### M1 wires

Cells faint in the background.
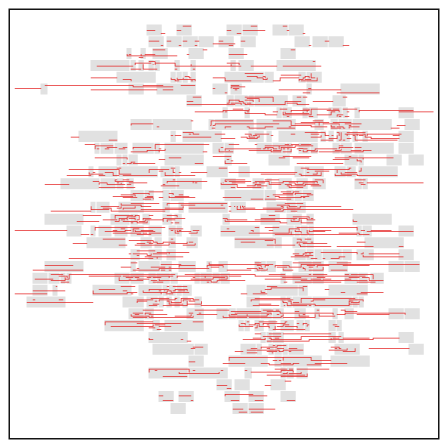
### Metal 2

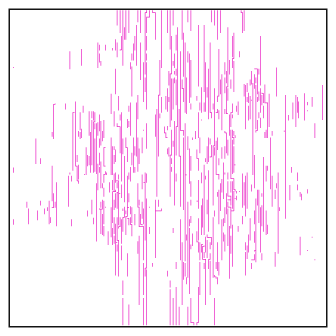
### Met3 routing

Cells faint in the background.
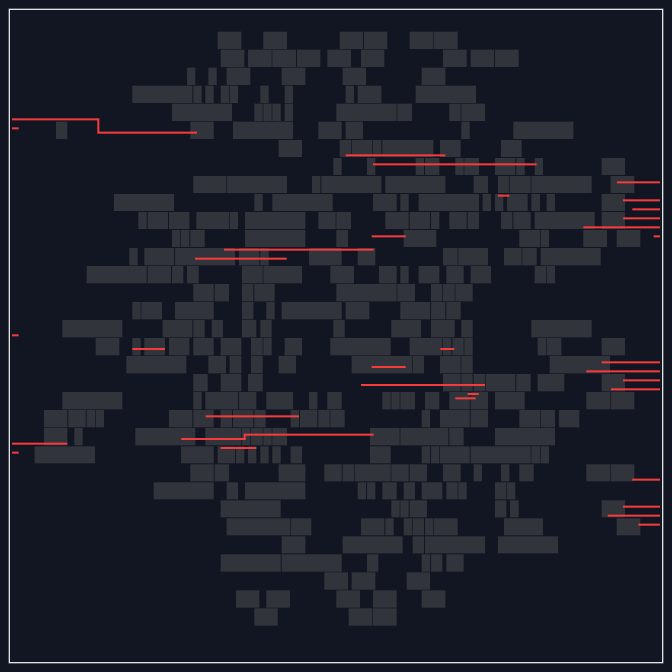
### Where the registers sit

Scale bar: 20 um. Other sequential cells in the stronger gray, the rest of the logic in the fainter gray.
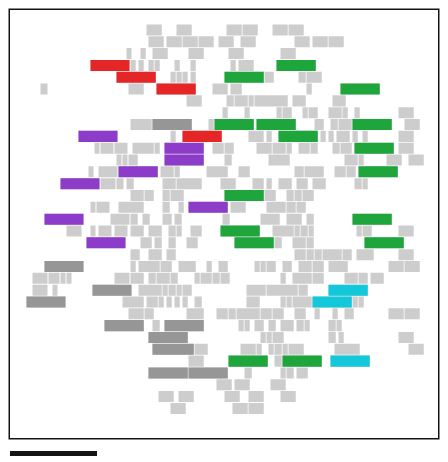
## config.mk

```make
export PLATFORM = sky130hd
export DESIGN_NAME = vend_payout_sequencer
export DESIGN_NICKNAME = d
export VERILOG_FILES = /design/src/rtl/vend_payout_sequencer.sv
export SDC_FILE = /design/constraint.sdc
export NUM_CORES = 1
export LEC_CHECK = 0
export CORE_MARGIN = 3
export CORE_UTILIZATION = 30
export DETAILED_ROUTE_END_ITERATION = 10
export HOLD_SLACK_MARGIN = 0.05
export SETUP_SLACK_MARGIN = 0.05
export SLEW_MARGIN = 15
export SYNTH_ARGS = -nofsm -noshare
export SYNTH_HDL_FRONTEND = slang
export SYNTH_SLANG_ARGS = --single-unit
```

## constraint.sdc

```tcl
create_clock -name I_CLK -period 3.4 [get_ports I_CLK]
set_clock_uncertainty 0.1 [all_clocks]
set_input_delay 0.68 -clock I_CLK [delete_from_list [all_inputs] [get_ports I_CLK]]
set_output_delay 0.68 -clock I_CLK [all_outputs]
set_load 0.02 [all_outputs]
```

## src/rtl/vend_payout_sequencer.sv

```systemverilog
// vend_payout_sequencer: runs the physical half of one accepted vend. It pulses the spiral
// motor, confirms the drop, then pays change one coin per hopper handshake, largest coin first.
// All outputs are registered. Each one is decoded from the next state or from the next-state
// datapath values.
module vend_payout_sequencer #(
  parameter int unsigned MOTOR_CYCLES   = 8,
  parameter int unsigned SENSE_TIMEOUT  = 64,
  parameter int unsigned HOPPER_TIMEOUT = 64
) (
  input  logic        I_CLK,
  input  logic        I_RESET_N,
  input  logic        I_VEND_VALID,
  output logic        O_VEND_READY,
  input  logic [3:0]  I_VEND_SEL,
  input  logic [15:0] I_VEND_CHANGE,
  output logic        O_MOTOR_EN,
  output logic [3:0]  O_MOTOR_SEL,
  input  logic        I_ITEM_SENSE,
  output logic        O_COIN_REQ,
  output logic [2:0]  O_COIN_TYPE,
  input  logic        I_COIN_ACK,
  output logic [15:0] O_REMAIN,
  output logic        O_DONE,
  output logic [1:0]  O_FAULT
);

  // Terminal counts. Each count is compared on the last cycle of its window.
  localparam logic [7:0] MotorLast  = 8'(MOTOR_CYCLES - 1);
  localparam logic [7:0] SenseLast  = 8'(SENSE_TIMEOUT - 1);
  localparam logic [7:0] HopperLast = 8'(HOPPER_TIMEOUT - 1);

  localparam logic [2:0] Coin100 = 3'd0;
  localparam logic [2:0] Coin25  = 3'd1;
  localparam logic [2:0] Coin10  = 3'd2;
  localparam logic [2:0] Coin5   = 3'd3;
  localparam logic [2:0] Coin1   = 3'd4;

  localparam logic [1:0] FaultNone   = 2'b00;
  localparam logic [1:0] FaultNoItem = 2'b01;
  localparam logic [1:0] FaultHopper = 2'b10;

  typedef enum logic [2:0] {
    StIdle,
    StMotor,
    StSenseWait,
    StPayout,
    StCoinWait,
    StDone,
    StFault
  } state_e;

  state_e      state_q, state_d;
  logic [7:0]  cnt_q, cnt_d;
  logic        item_seen_q, item_seen_d;
  logic [3:0]  sel_q, sel_d;
  logic [15:0] remain_q, remain_d;
  logic [2:0]  coin_type_q, coin_type_d;
  logic [1:0]  fault_q, fault_d;
  logic        ready_q, ready_d;
  logic        motor_en_q, motor_en_d;
  logic        coin_req_q, coin_req_d;
  logic        done_q, done_d;
  logic        vend_xfer;

  // Value in cents of each coin code.
  function automatic logic [15:0] coin_value(input logic [2:0] coin_type);
    logic [15:0] value;
    case (coin_type)
      Coin100: value = 16'd100;
      Coin25:  value = 16'd25;
      Coin10:  value = 16'd10;
      Coin5:   value = 16'd5;
      default: value = 16'd1;
    endcase
    return value;
  endfunction

  // Largest coin not exceeding the amount owed. Because of this choice, the later
  // subtraction can never underflow.
  function automatic logic [2:0] pick_coin(input logic [15:0] amount);
    logic [2:0] coin;
    if (amount >= 16'd100) begin
      coin = Coin100;
    end else if (amount >= 16'd25) begin
      coin = Coin25;
    end else if (amount >= 16'd10) begin
      coin = Coin10;
    end else if (amount >= 16'd5) begin
      coin = Coin5;
    end else begin
      coin = Coin1;
    end
    return coin;
  endfunction

  // A request is only taken in IDLE, where the registered ready is high.
  assign vend_xfer = (state_q == StIdle) && I_VEND_VALID && ready_q;

  // State register.
  always_ff @(posedge I_CLK or negedge I_RESET_N) begin
    if (!I_RESET_N) begin
      state_q <= StIdle;
    end else begin
      state_q <= state_d;
    end
  end

  // Next-state logic.
  always_comb begin
    state_d = state_q;
    unique case (state_q)
      StIdle: begin
        if (vend_xfer) state_d = StMotor;
      end
      StMotor: begin
        if (cnt_q == MotorLast) state_d = StSenseWait;
      end
      StSenseWait: begin
        // A pulse on the final wait cycle still counts as a drop.
        if (item_seen_q || I_ITEM_SENSE) begin
          state_d = StPayout;
        end else if (cnt_q == SenseLast) begin
          state_d = StFault;
        end
      end
      StPayout: begin
        state_d = (remain_q == 16'd0) ? StDone : StCoinWait;
      end
      StCoinWait: begin
        if (I_COIN_ACK) begin
          state_d = StPayout;
        end else if (cnt_q == HopperLast) begin
          state_d = StFault;
        end
      end
      StDone: begin
        state_d = StIdle;
      end
      StFault: begin
        state_d = StFault;
      end
      default: begin
        state_d = StIdle;
      end
    endcase
  end

  // Datapath next values: timeout counter, drop flag, latched slot, change owed, coin, fault.
  always_comb begin
    cnt_d       = cnt_q;
    item_seen_d = item_seen_q;
    sel_d       = sel_q;
    remain_d    = remain_q;
    coin_type_d = coin_type_q;
    fault_d     = fault_q;

    // The counter restarts on every state entry and only runs in the timed states.
    if (state_d != state_q) begin
      cnt_d = 8'd0;
    end else if ((state_q == StMotor) || (state_q == StSenseWait) ||
                 (state_q == StCoinWait)) begin
      cnt_d = cnt_q + 8'd1;
    end

    if (vend_xfer) begin
      sel_d       = I_VEND_SEL;
      remain_d    = I_VEND_CHANGE;
      item_seen_d = 1'b0;
    end

    if (((state_q == StMotor) || (state_q == StSenseWait)) && I_ITEM_SENSE) begin
      item_seen_d = 1'b1;
    end

    if ((state_q == StPayout) && (remain_q != 16'd0)) begin
      coin_type_d = pick_coin(remain_q);
    end

    if ((state_q == StCoinWait) && I_COIN_ACK) begin
      remain_d = remain_q - coin_value(coin_type_q);
    end

    if ((state_q == StSenseWait) && (state_d == StFault)) begin
      fault_d = FaultNoItem;
    end else if ((state_q == StCoinWait) && (state_d == StFault)) begin
      fault_d = FaultHopper;
    end
  end

  // Output decode from the next state, so every output flop matches the state it enters.
  always_comb begin
    ready_d    = (state_d == StIdle);
    motor_en_d = (state_d == StMotor);
    coin_req_d = (state_d == StCoinWait);
    done_d     = (state_d == StDone);
  end

  // Datapath and output registers.
  always_ff @(posedge I_CLK or negedge I_RESET_N) begin
    if (!I_RESET_N) begin
      cnt_q       <= 8'd0;
      item_seen_q <= 1'b0;
      sel_q       <= 4'd0;
      remain_q    <= 16'd0;
      coin_type_q <= Coin100;
      fault_q     <= FaultNone;
      ready_q     <= 1'b1;
      motor_en_q  <= 1'b0;
      coin_req_q  <= 1'b0;
      done_q      <= 1'b0;
    end else begin
      cnt_q       <= cnt_d;
      item_seen_q <= item_seen_d;
      sel_q       <= sel_d;
      remain_q    <= remain_d;
      coin_type_q <= coin_type_d;
      fault_q     <= fault_d;
      ready_q     <= ready_d;
      motor_en_q  <= motor_en_d;
      coin_req_q  <= coin_req_d;
      done_q      <= done_d;
    end
  end

  assign O_VEND_READY = ready_q;
  assign O_MOTOR_EN   = motor_en_q;
  assign O_MOTOR_SEL  = sel_q;
  assign O_COIN_REQ   = coin_req_q;
  assign O_COIN_TYPE  = coin_type_q;
  assign O_REMAIN     = remain_q;
  assign O_DONE       = done_q;
  assign O_FAULT      = fault_q;

endmodule

```

==> reports/metrics.yaml <==
wl_met3_um: 287
yosysMostFrequentCell: "dfrtp_1"
nFillCells: 850
first_global_vias: 2273
ys_area_sq_um: 2560
top_layer: "met4"
fin_ws_ns: 0.584
synth_top_cell_by_area: "dfrtp_1"
area_growth_syn_to_layout_pct: 28.5
track_usage: 0.142
dpl.hpwl_um: 4890
clk_path_buf_depth: 2
ioPinCount: 54
drc: 0
lay_top_count: "clkdlybuf4s50_1"
dpl_worst_slack_ns: 0.585
cts_buffers: 5
fin_crit_sh: 0.828
adder_share: 0.0469
synth.avg_cell_area_sq_um: 9.15
status: "completed"
relSlewSlack: 0.367
grt_max_degree: 42
cap_violations: 0
switching_power_mw: 1.20
clock_power_share: 0.133
area_leaders: "dfrtp_1 (39%), nor2_1 (5.1%), nand2_1 (4.5%)"
postLayoutCoreUtil: 0.399
rows: 33
ys_sh_aoi: 0.209
synth-simple-area-share: 0.261
stdcell_area_sq_um: 3290
mux_area_frac: 0.0117
initCoreUtil: 0.310
die_x_um: 98.4
top_cells_by_count: "dfrtp_1 (40), nor2_1 (35), nand2_1 (31)"
tightest_slew_ns: 0.950
endpoint_kind: "flop"
finalMaxSlewViolations: 0
p_seq_uw: 933
powerClk_uw: 362
placed_cells: 430
power.density_nw_per_um2: 828
core_sq_um: 8260
Notes on 'M1 wires' above:
The longest straight run is 27.1 um. The wires run mostly horizontal. 324 nets have wire on it. The layer holds 45% of the routed length.
WL final: 6640 um
via count: 2284
M1 GR Usage: 0.185

Notes on 'Metal 2' above:
The layer holds 50% of the routed length. The wires run mostly vertical. 307 nets have wire on it. The layer carries 3320 um of wire. The longest straight run is 42.8 um.
M2 GR Usage: 0.242

Notes on 'Met3 routing' above:
The layer holds 4.3% of the routed length. The longest straight run is 24.4 um. The layer carries 287 um of wire. 29 nets have wire on it. The wires run mostly horizontal.
GR Util met3: 0.0347

Notes on 'Where the registers sit' above:
Key: cyan = O_COIN_TYPE [flops 3]; red = O_MOTOR_SEL [flops 4]; purple = cnt_q [flops 8, where left middle]; green = O_REMAIN [flops 16]
Another 10 sequential cells are not colored.

-- worst max-delay path, cell delays in order, from the launching register on --
cell	delay, ns
dfrtp_1	0.43
or3b_2	0.49
and2_1	0.16
ha_1	0.32
o21a_1	0.19
o31a_1	0.14
o31a_1	0.29
o311a_1	0.34
a221o_1	0.25
-- flip-flops by register name, summed over array words and instances (netlist names) --
register / count
O_REMAIN: 16
cnt_q: 8
O_MOTOR_SEL: 4
O_COIN_TYPE: 3
state_q: 3
O_FAULT: 2
O_COIN_REQ: 1
O_DONE: 1
O_MOTOR_EN: 1
O_VEND_READY: 1
item_seen_q: 1
-- layout make-up --
class / instances / area, sq um / share of cell area
multi-input combinational: 218 / 1450 / 0.441
sequential: 41 / 1030 / 0.312
timing repair buffer: 55 / 541 / 0.164
tap: 105 / 131 / 0.0399
clock buffer: 7 / 96.3 / 0.0293
inverter: 11 / 41.3 / 0.0125
clock inverter: 1 / 5.00 / 0.00152
-- worst paths after layout --
path | endpoint | start | cells past startpoint
setup / recovery | O_REMAIN[8]$_DFFE_PN0P_ | O_COIN_TYPE[2]$_DFFE_PN0P_ | 8
hold / removal | O_MOTOR_SEL[1]$_DFFE_PN0P_ | O_MOTOR_SEL[1]$_DFFE_PN0P_ | 2
setup reg to reg | O_REMAIN[8]$_DFFE_PN0P_ | O_COIN_TYPE[2]$_DFFE_PN0P_ | 8
hold reg to reg | O_MOTOR_SEL[1]$_DFFE_PN0P_ | O_MOTOR_SEL[1]$_DFFE_PN0P_ | 2
max in group asynchronous | cnt_q[6]$_DFFE_PN0P_ | I_RESET_N | 1
min in group asynchronous | O_MOTOR_SEL[3]$_DFFE_PN0P_ | I_RESET_N | 1
